<file path="src/rtl/led_panel_pkg.sv">
// -----------------------------------------------------------------------------
// led_panel_pkg
// Shared definitions for the LED panel framebuffer write path:
//   - fb_state_t : write-controller FSM states
//   - ROW_W/COL_W/PIX_W/ADDR_W : default geometry of one framebuffer half
//   - FILL_WORDS : number of words a full-buffer fill writes
// No ports (package).
// -----------------------------------------------------------------------------
package led_panel_pkg;

    localparam int ROW_W      = 4;
    localparam int COL_W      = 5;
    localparam int PIX_W      = 24;
    localparam int ADDR_W     = 10;
    localparam int FILL_WORDS = 512;

    typedef enum logic [1:0] {
        ST_RUN        = 2'd0,
        ST_DRAIN      = 2'd1,
        ST_FLIP       = 2'd2,
        ST_WAIT_FRAME = 2'd3
    } fb_state_t;

endpackage

</file>
<file path="src/rtl/rr_arb2.sv">
// -----------------------------------------------------------------------------
// rr_arb2
// Two-requester round-robin arbiter. On contention the requester that was not
// granted last wins; a lone requester is granted immediately. Grants are
// combinational, the last-grant record is registered.
// Ports:
//   clk, rst   : clock, synchronous active-high reset
//   i_req0/1   : requests (0 = host, 1 = fill in this design)
//   o_gnt0/1   : one-hot (or zero) grants, same cycle as request
// -----------------------------------------------------------------------------
module rr_arb2 (
    input  logic clk,
    input  logic rst,
    input  logic i_req0,
    input  logic i_req1,
    output logic o_gnt0,
    output logic o_gnt1
);

    // 0 = requester 0 granted last, 1 = requester 1 granted last.
    // Resets to 1 so requester 0 wins the first contention.
    logic r_last;

    always_comb begin
        o_gnt0 = i_req0 & (~i_req1 | r_last);
        o_gnt1 = i_req1 & (~i_req0 | ~r_last);
    end

    always_ff @(posedge clk) begin
        if (rst) begin
            r_last <= 1'b1;
        end else if (o_gnt0) begin
            r_last <= 1'b0;
        end else if (o_gnt1) begin
            r_last <= 1'b1;
        end
    end

endmodule

</file>
<file path="src/rtl/fb_write_ctrl.sv">
// -----------------------------------------------------------------------------
// fb_write_ctrl
// Double-buffered framebuffer write controller. Host pixel writes and a
// whole-buffer fill engine share one memory write port through a round-robin
// arbiter; all writes target the back buffer (~actual_buffer). A swap request
// drains any running fill, toggles selected_buffer and then waits until the
// panel reports it is showing the new buffer at a frame start.
// Ports:
//   clk, rst                    : clock, synchronous active-high reset
//   h_req/h_addr/h_data, h_gnt  : host write request, combinational accept
//   fill_start/fill_color       : start a fill, colour sampled on accept
//   fill_busy                   : fill in progress
//   swap_req, swap_pending      : request buffer exchange / exchange in flight
//   swap_done                   : one-cycle pulse when the new buffer is shown
//   selected_buffer             : buffer requested of the panel scanner
//   actual_buffer, frame_start  : panel status (displayed buffer, row-0 flag)
//   wr_en/wr_we_hi/wr_we_lo     : registered memory write strobe + half enables
//   wr_addr/wr_data             : registered memory address / pixel
// -----------------------------------------------------------------------------
module fb_write_ctrl #(
    parameter int ROW_W = led_panel_pkg::ROW_W,
    parameter int COL_W = led_panel_pkg::COL_W,
    parameter int PIX_W = led_panel_pkg::PIX_W
) (
    input  logic                   clk,
    input  logic                   rst,
    input  logic                   h_req,
    input  logic [ROW_W+COL_W:0]   h_addr,
    input  logic [PIX_W-1:0]       h_data,
    output logic                   h_gnt,
    input  logic                   fill_start,
    input  logic [PIX_W-1:0]       fill_color,
    output logic                   fill_busy,
    input  logic                   swap_req,
    output logic                   swap_pending,
    output logic                   swap_done,
    output logic                   selected_buffer,
    input  logic                   actual_buffer,
    input  logic                   frame_start,
    output logic                   wr_en,
    output logic                   wr_we_hi,
    output logic                   wr_we_lo,
    output logic [ROW_W+COL_W:0]   wr_addr,
    output logic [PIX_W-1:0]       wr_data
);

    import led_panel_pkg::*;

    localparam int CNT_W = ROW_W + COL_W;
    localparam int AW    = CNT_W + 1;

    fb_state_t        r_state;
    logic [CNT_W-1:0] r_fill_cnt;
    logic [PIX_W-1:0] r_fill_color;
    logic             r_fill_busy;
    logic             r_swap_pending;
    logic             r_swap_done;
    logic             r_sel;
    logic             r_fs_d;
    logic             r_wr_en;
    logic             r_we_hi;
    logic             r_we_lo;
    logic [AW-1:0]    r_wr_addr;
    logic [PIX_W-1:0] r_wr_data;

    logic w_back;
    logic w_host_req;
    logic w_fill_req;
    logic w_host_gnt;
    logic w_fill_gnt;
    logic w_fill_last;
    logic w_fill_acc;
    logic w_fs_rise;

    // Writes always land in the buffer the panel is not showing.
    assign w_back      = ~actual_buffer;
    // Host only competes in RUN; fill keeps its slot in DRAIN so it can finish.
    assign w_host_req  = ~rst & h_req & (r_state == ST_RUN);
    assign w_fill_req  = ~rst & r_fill_busy & ((r_state == ST_RUN) | (r_state == ST_DRAIN));
    assign w_fill_last = w_fill_gnt & (r_fill_cnt == '1);
    assign w_fill_acc  = fill_start & (r_state == ST_RUN) & ~r_fill_busy & ~r_swap_pending;
    assign w_fs_rise   = frame_start & ~r_fs_d;

    rr_arb2 u_arb (
        .clk    (clk),
        .rst    (rst),
        .i_req0 (w_host_req),
        .i_req1 (w_fill_req),
        .o_gnt0 (w_host_gnt),
        .o_gnt1 (w_fill_gnt)
    );

    always_ff @(posedge clk) begin
        if (rst) begin
            r_state        <= ST_RUN;
            r_fill_cnt     <= '0;
            r_fill_color   <= '0;
            r_fill_busy    <= 1'b0;
            r_swap_pending <= 1'b0;
            r_swap_done    <= 1'b0;
            r_sel          <= 1'b0;
            r_fs_d         <= 1'b0;
            r_wr_en        <= 1'b0;
            r_we_hi        <= 1'b0;
            r_we_lo        <= 1'b0;
            r_wr_addr      <= '0;
            r_wr_data      <= '0;
        end else begin
            r_fs_d      <= frame_start;
            r_swap_done <= 1'b0;

            // Registered write port: grant in cycle N -> strobe in cycle N+1.
            r_wr_en <= w_host_gnt | w_fill_gnt;
            if (w_host_gnt) begin
                r_wr_addr <= {w_back, h_addr[CNT_W-1:0]};
                r_wr_data <= h_data;
                r_we_hi   <= ~h_addr[AW-1];
                r_we_lo   <= h_addr[AW-1];
            end else if (w_fill_gnt) begin
                r_wr_addr <= {w_back, r_fill_cnt};
                r_wr_data <= r_fill_color;
                r_we_hi   <= 1'b1;
                r_we_lo   <= 1'b1;
            end else begin
                r_we_hi   <= 1'b0;
                r_we_lo   <= 1'b0;
            end

            // Fill engine; the counter wraps back to 0 after the last word.
            if (w_fill_acc) begin
                r_fill_busy  <= 1'b1;
                r_fill_cnt   <= '0;
                r_fill_color <= fill_color;
            end else if (w_fill_gnt) begin
                r_fill_cnt <= r_fill_cnt + 1'b1;
                if (w_fill_last) begin
                    r_fill_busy <= 1'b0;
                end
            end

            case (r_state)
                ST_RUN: begin
                    if (swap_req) begin
                        r_swap_pending <= 1'b1;
                        // A fill accepted on the same edge must drain too.
                        r_state <= (r_fill_busy | w_fill_acc) ? ST_DRAIN : ST_FLIP;
                    end
                end
                ST_DRAIN: begin
                    if (w_fill_last | ~r_fill_busy) begin
                        r_state <= ST_FLIP;
                    end
                end
                ST_FLIP: begin
                    r_sel   <= ~r_sel;
                    r_state <= ST_WAIT_FRAME;
                end
                ST_WAIT_FRAME: begin
                    // Only a frame start showing the requested buffer completes
                    // the swap; a mismatched one is ignored.
                    if (w_fs_rise && (actual_buffer == r_sel)) begin
                        r_swap_pending <= 1'b0;
                        r_swap_done    <= 1'b1;
                        r_state        <= ST_RUN;
                    end
                end
                default: r_state <= ST_RUN;
            endcase
        end
    end

    assign h_gnt           = w_host_gnt;
    assign fill_busy       = r_fill_busy;
    assign swap_pending    = r_swap_pending;
    assign swap_done       = r_swap_done;
    assign selected_buffer = r_sel;
    assign wr_en           = r_wr_en;
    assign wr_we_hi        = r_we_hi;
    assign wr_we_lo        = r_we_lo;
    assign wr_addr         = r_wr_addr;
    assign wr_data         = r_wr_data;

endmodule

</file>
<file path="config.mk">
export PLATFORM = sky130hd
export DESIGN_NAME = fb_write_ctrl
export DESIGN_NICKNAME = d
export VERILOG_FILES = /design/src/rtl/led_panel_pkg.sv /design/src/rtl/rr_arb2.sv /design/src/rtl/fb_write_ctrl.sv
export SDC_FILE = /design/constraint.sdc
export NUM_CORES = 1
export LEC_CHECK = 0
export CAP_MARGIN = 20
export CORE_MARGIN = 2
export CORE_UTILIZATION = 30
export CTS_CLUSTER_DIAMETER = 200
export DETAILED_ROUTE_END_ITERATION = 10
export GPL_TIMING_DRIVEN = 0
export PLACE_DENSITY = 0.68
export SLEW_MARGIN = 20
export SYNTH_ARGS = -nofsm -noshare
export SYNTH_HDL_FRONTEND = slang
export SYNTH_HIERARCHICAL = 1
export SYNTH_SLANG_ARGS = --single-unit
</file>
<file path="constraint.sdc">
create_clock -name clk -period 2.4 [get_ports clk]
set_input_delay 0.6 -clock clk [delete_from_list [all_inputs] [get_ports clk]]
set_output_delay 0.6 -clock clk [all_outputs]
set_load 0.01 [all_outputs]
</file>
### A small window of the routed layout, run 1

Window x 42 to 67, y 20 to 45 um. Cells in grey, sequential cells in the stronger grey; small squares are vias.
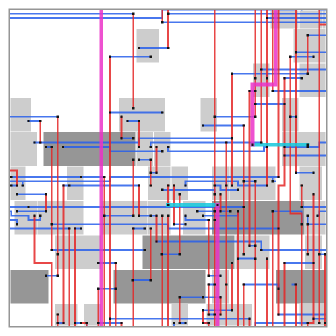
| layer | colour |
|---|---|
| metal 3 | cyan |
| metal 1 | blue |
| metal 4 | magenta |
| metal 2 | red |
cells with their middle in the window: 40
sequential cells in the window: 5
netlist names of flops here include: r_fill_color (2), wr_data (2)
most frequent: nor2_1 (8), a21oi_1 (5), dfxtp_1 (5)

### Logic cells by family, run 1

Drawn at 2 px/um.
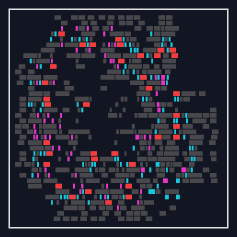
| family | colour | cells | most used |
|---|---|---|---|
| mux cells | red | 36 | mux2i_1 |
| nor cells | cyan | 92 | nor2_1 |
| nand cells | magenta | 61 | nand2_1 |

### Sequential cells grouped by signal name, run 1

Drawn at 2 px/um.
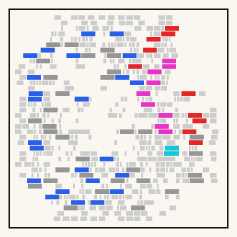
| signal | colour | placed flops |
|---|---|---|
| r_fill_cnt | magenta | 9 |
| wr_data | blue | 24 |
| r_state | cyan | 2 |
| wr_addr | red | 10 |
not coloured: 33

==> qor.txt, run 1 <==
Status - completed
Vias in the first global route - 3043
Largest type area fraction - 0.477
Hpwl dp - 6810 um
Post-CTS setup buffers - 1
Design Area, Final - 4770 um^2
Buffer share of cell area - 0.254
Cell type with the largest total area - dfxtp_1
Sequential share of cell area - 0.328
Worst R2R Path Depth - 10
Die y size - 108 um
Most frequent logic cell in the layout - clkdlybuf4s50_1
Post-Place Cells - 639
Routed wl met2 - 4560 um
Post-synthesis async set-or-reset flop share - 0
Post-synthesis cell area - 3270 um^2
Synth flops - 78
Routed vias - 3058
Worst R2R Setup Slack - 0.11 ns
Critical setup path kind - reg2reg
Port buffer count - 106
Root buf cell - clkbuf_8
Hold wc startpoint - r_fill_color[14]
HP Class - reg2reg
Max IR drop VDD - 0.429 mV
Non-clock inverter count in the final layout - 4
Combinational power share - 0.356
Mapped Cells - 393
Sw Ratio - 0.339
Sequential cell area - 1560 um^2
Initial drt markers - 105
DR WL/cell - 14.2 um
Max_slew headroom - 0.598
-- run 1: power by group through the flow --
| stage | Combinational [mW] | Sequential, mW | Clock, mW |
|---|---|---|---|
| detailed placement | 1.36 | 1.63 | 0 |
| CTS | 1.38 | 1.60 | 1.02 |
| global placement | 1.33 | 1.62 | 0 |
| floorplan | 0.787 | 1.65 | 0 |
| finish | 1.44 | 1.61 | 0.993 |
| global route | 1.59 | 1.63 | 1.08 |
-- run 1: cell families after synthesis --
kind of cell             after synthesis  synth area share
AND/OR/NAND/NOR                      162             0.206
AND-OR/OR-AND                         70             0.115
XOR/XNOR                               9            0.0241
flip-flops                            78             0.477
buffers and inverters                 31            0.0416
adder cells (fa/ha/maj)                7            0.0267
multiplexers                          36             0.110
==> run 2, diff against run 1 <==
CORE_MARGIN = not set   (was 2)
### Sequential cells grouped by signal name, run 2

Drawn at 2 px/um.
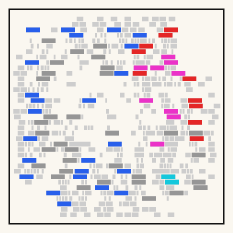
| signal | colour | placed flops |
|---|---|---|
| wr_data | blue | 24 |
| r_state | cyan | 2 |
| r_fill_cnt | magenta | 9 |
| wr_addr | red | 10 |
not coloured: 33

==> qor.txt, run 2 <==
Status - completed
HP Class - reg2reg
Mapped Cells - 393
Post-synthesis cell area - 3270 um^2
Cell type with the largest total area - dfxtp_1
Clk. pwr - 0.993 mW
Post-CTS setup buffers - 2
DR WL/cell - 14.1 um
Top Consumer - sequential cells
Initial drt markers - 69
Largest type area fraction - 0.477
Non-clock inverter count in the final layout - 4
Vias in the first global route - 3076
Max IR drop VDD - 0.361 mV
Total grt overflow - 0
Critical setup path kind - reg2reg
Routed wl met2 - 4510 um
Pwr/cell area - 846 nW/um^2
Design Area, Final - 4780 um^2
Max_slew headroom - 0.598
Die y size - 106 um
H-tree depth - 3
Sequential share of cell area - 0.327
Synth flops - 78
Port buffer count - 106
Combinational power share - 0.358
Post-Place Cells - 635
Worst R2R Path Depth - 10
Most frequent logic cell in the layout - clkdlybuf4s50_1
Sequential cell area - 1560 um^2
Routed vias - 3035
Hpwl dp - 6600 um
Top Layout Cells - 104 x clkdlybuf4s50_1, 87 x nor2_1, 78 x dfxtp_1
Metal3 WL - 430 um
Buffer share of cell area - 0.256
Seq pwr - 1.60 mW
GRT met3 Usage - 0.0405
P_comb - 1.45 mW
Worst R2R Setup Slack - 0.10 ns
### Logic cells by family, run 2

Drawn at 2 px/um.
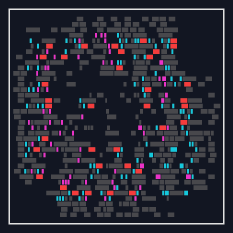
| family | colour | cells | most used |
|---|---|---|---|
| mux cells | red | 36 | mux2i_1 |
| nand cells | magenta | 61 | nand2_1 |
| nor cells | cyan | 92 | nor2_1 |

[run 2: netlist changes by cell type in the layout (fill, tap and decap cells not counted), sizes merged]
cell and change:
dlygate4sd2 -1, buf -5, clkbuf +6
[run 2: final timing paths]
kind,from,to
min reg2reg,r_fill_color[6],r_fill_color[6]
max reg2reg,r_state[1],r_state[1]
max,r_state[1],r_state[1]
min,r_fill_color[6],r_fill_color[6]
[run 2: cell families (layout without fill, tap and decap cells)]
logic type      count (synthesis)  in the layout  share of synthesized area
compound gates                 70             70                      0.115
xor+xnor                        9              9                     0.0241
fa+ha+maj                       7              7                     0.0267
buf+inv                        31            155                     0.0416
flops                          78             78                      0.477
mux                            36             36                      0.110
simple gates                  162            162                      0.206
==> run 3, diff against run 2 <==
ABC_AREA = 1   (was not set)
CORE_UTILIZATION = 42   (was 30)
PLACE_DENSITY = 0.86   (was 0.68)
### Logic cells by family, run 3

Drawn at 3 px/um.
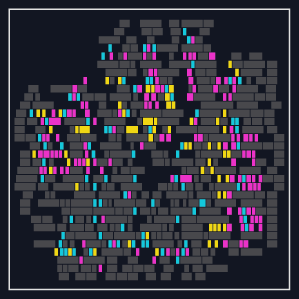
| family | colour | cells | most used |
|---|---|---|---|
| inv cells | cyan | 79 | inv_1 |
| nand cells | magenta | 125 | nand2_1 |
| nor cells | yellow | 59 | nor2_1 |

==> qor.txt, run 3 <==
Status - completed
Synth flops - 78
Critical setup path kind - reg2out
Routed vias - 3426
Top Layout Cells - 104 x clkdlybuf4s50_1, 89 x nand2_1, 78 x dfxtp_1
Top Consumer - sequential cells
Hpwl dp - 7150 um
XOR/XNOR Area Share - 0.00252
R2R Path End - wr_data[9]
Routed wl met2 - 4640 um
Design Area, Final - 4880 um^2
Worst R2R Path Depth - 14
Worst R2R Setup Slack - 0.34 ns
Max_slew headroom - 0.696
Port buffer count - 106
Hold wc startpoint - r_fill_color[13]
Initial drt markers - 212
GRT met3 Usage - 0.0468
HP Class - reg2reg
Top non-seq family - simple AND/OR/NAND/NOR gates
Vias in the first global route - 3308
Synth Seq Share - 0.450
Combinational power share - 0.363
Worst R2R Start - r_state[1]
Area fraction in mux cells - 0
Cell Area, Placed - 4660 um^2
Post-CTS setup buffers - 0
P_comb - 1.57 mW
Buffer share of cell area - 0.247
First-pass DRT Iterations - 4
Max IR drop VDD - 0.540 mV
Post-synthesis async set-or-reset flop share - 0
DR WL/cell - 13.9 um
Largest class - flip-flops and latches
Sequential share of cell area - 0.320
Non-clock inverter count in the final layout - 79
Post-synthesis cell area - 3470 um^2
Total grt overflow - 0
Metal3 WL - 732 um
Clk. pwr - 1.07 mW
Die y size - 92.9 um
Cell type with the largest total area - dfxtp_1
CP startpoint - r_state[0]
Root buf cell - clkbuf_8
H-tree depth - 3
Pwr/cell area - 884 nW/um^2
Sw Ratio - 0.346
Largest type area fraction - 0.450
Yosys aoi share - 0.169
### Sequential cells grouped by signal name, run 3

Drawn at 3 px/um.
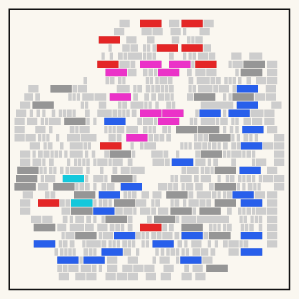
| signal | colour | placed flops |
|---|---|---|
| wr_data | blue | 24 |
| r_state | cyan | 2 |
| r_fill_cnt | magenta | 9 |
| wr_addr | red | 10 |
not coloured: 33

run 3: netlist changes by cell type in the layout (fill, tap and decap cells not counted), sizes merged, moves of 14 or more:
cell,delta
inv,+75
nand2,+40
o21ai,+51
nor2,-35
nand3,+29
mux2i,-36
a21oi,-37
clkbuf,-14
a22oi,+19
run 3: timing repair:
action | in CTS | in global routing
pin swaps | 1 | 0
setup endpoints to repair | 1 | 1
gates resized | 5 | 2
hold buffers | 0 | 0
run 3: through the flow:
stage	power [mW]	std cells	util
2_1_floorplan	2.65	469	-
3_3_place_gp	3.18	677	0.594
3_5_place_dp	3.25	677	0.594
4_1_cts	4.32	693	0.622
5_1_grt	4.59	693	0.622
6_report	4.31	693	0.622

==> notes/layouts.md <==
Pictures saved along the way, in no particular order.

Pin map.
Drawn at 4 px/um. Pins as bars across the die edge, other pins in grey.
(a)
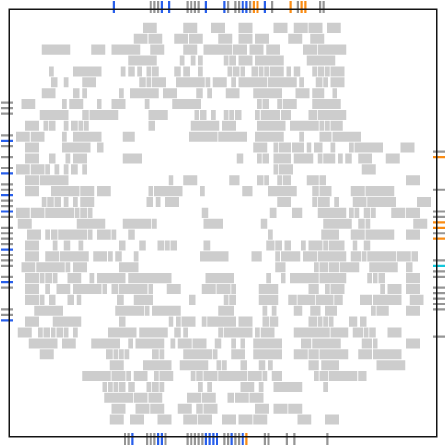
(b)
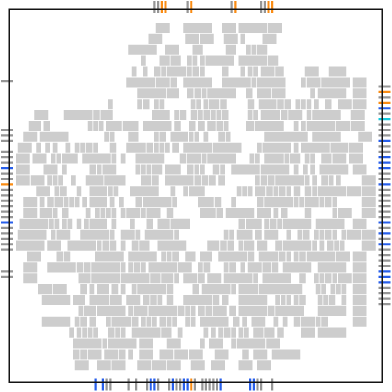
| picture | from |
|---|---|
| (a) | run 2 |
| (b) | run 3 |

Power is estimated from default activity; no workload was simulated.
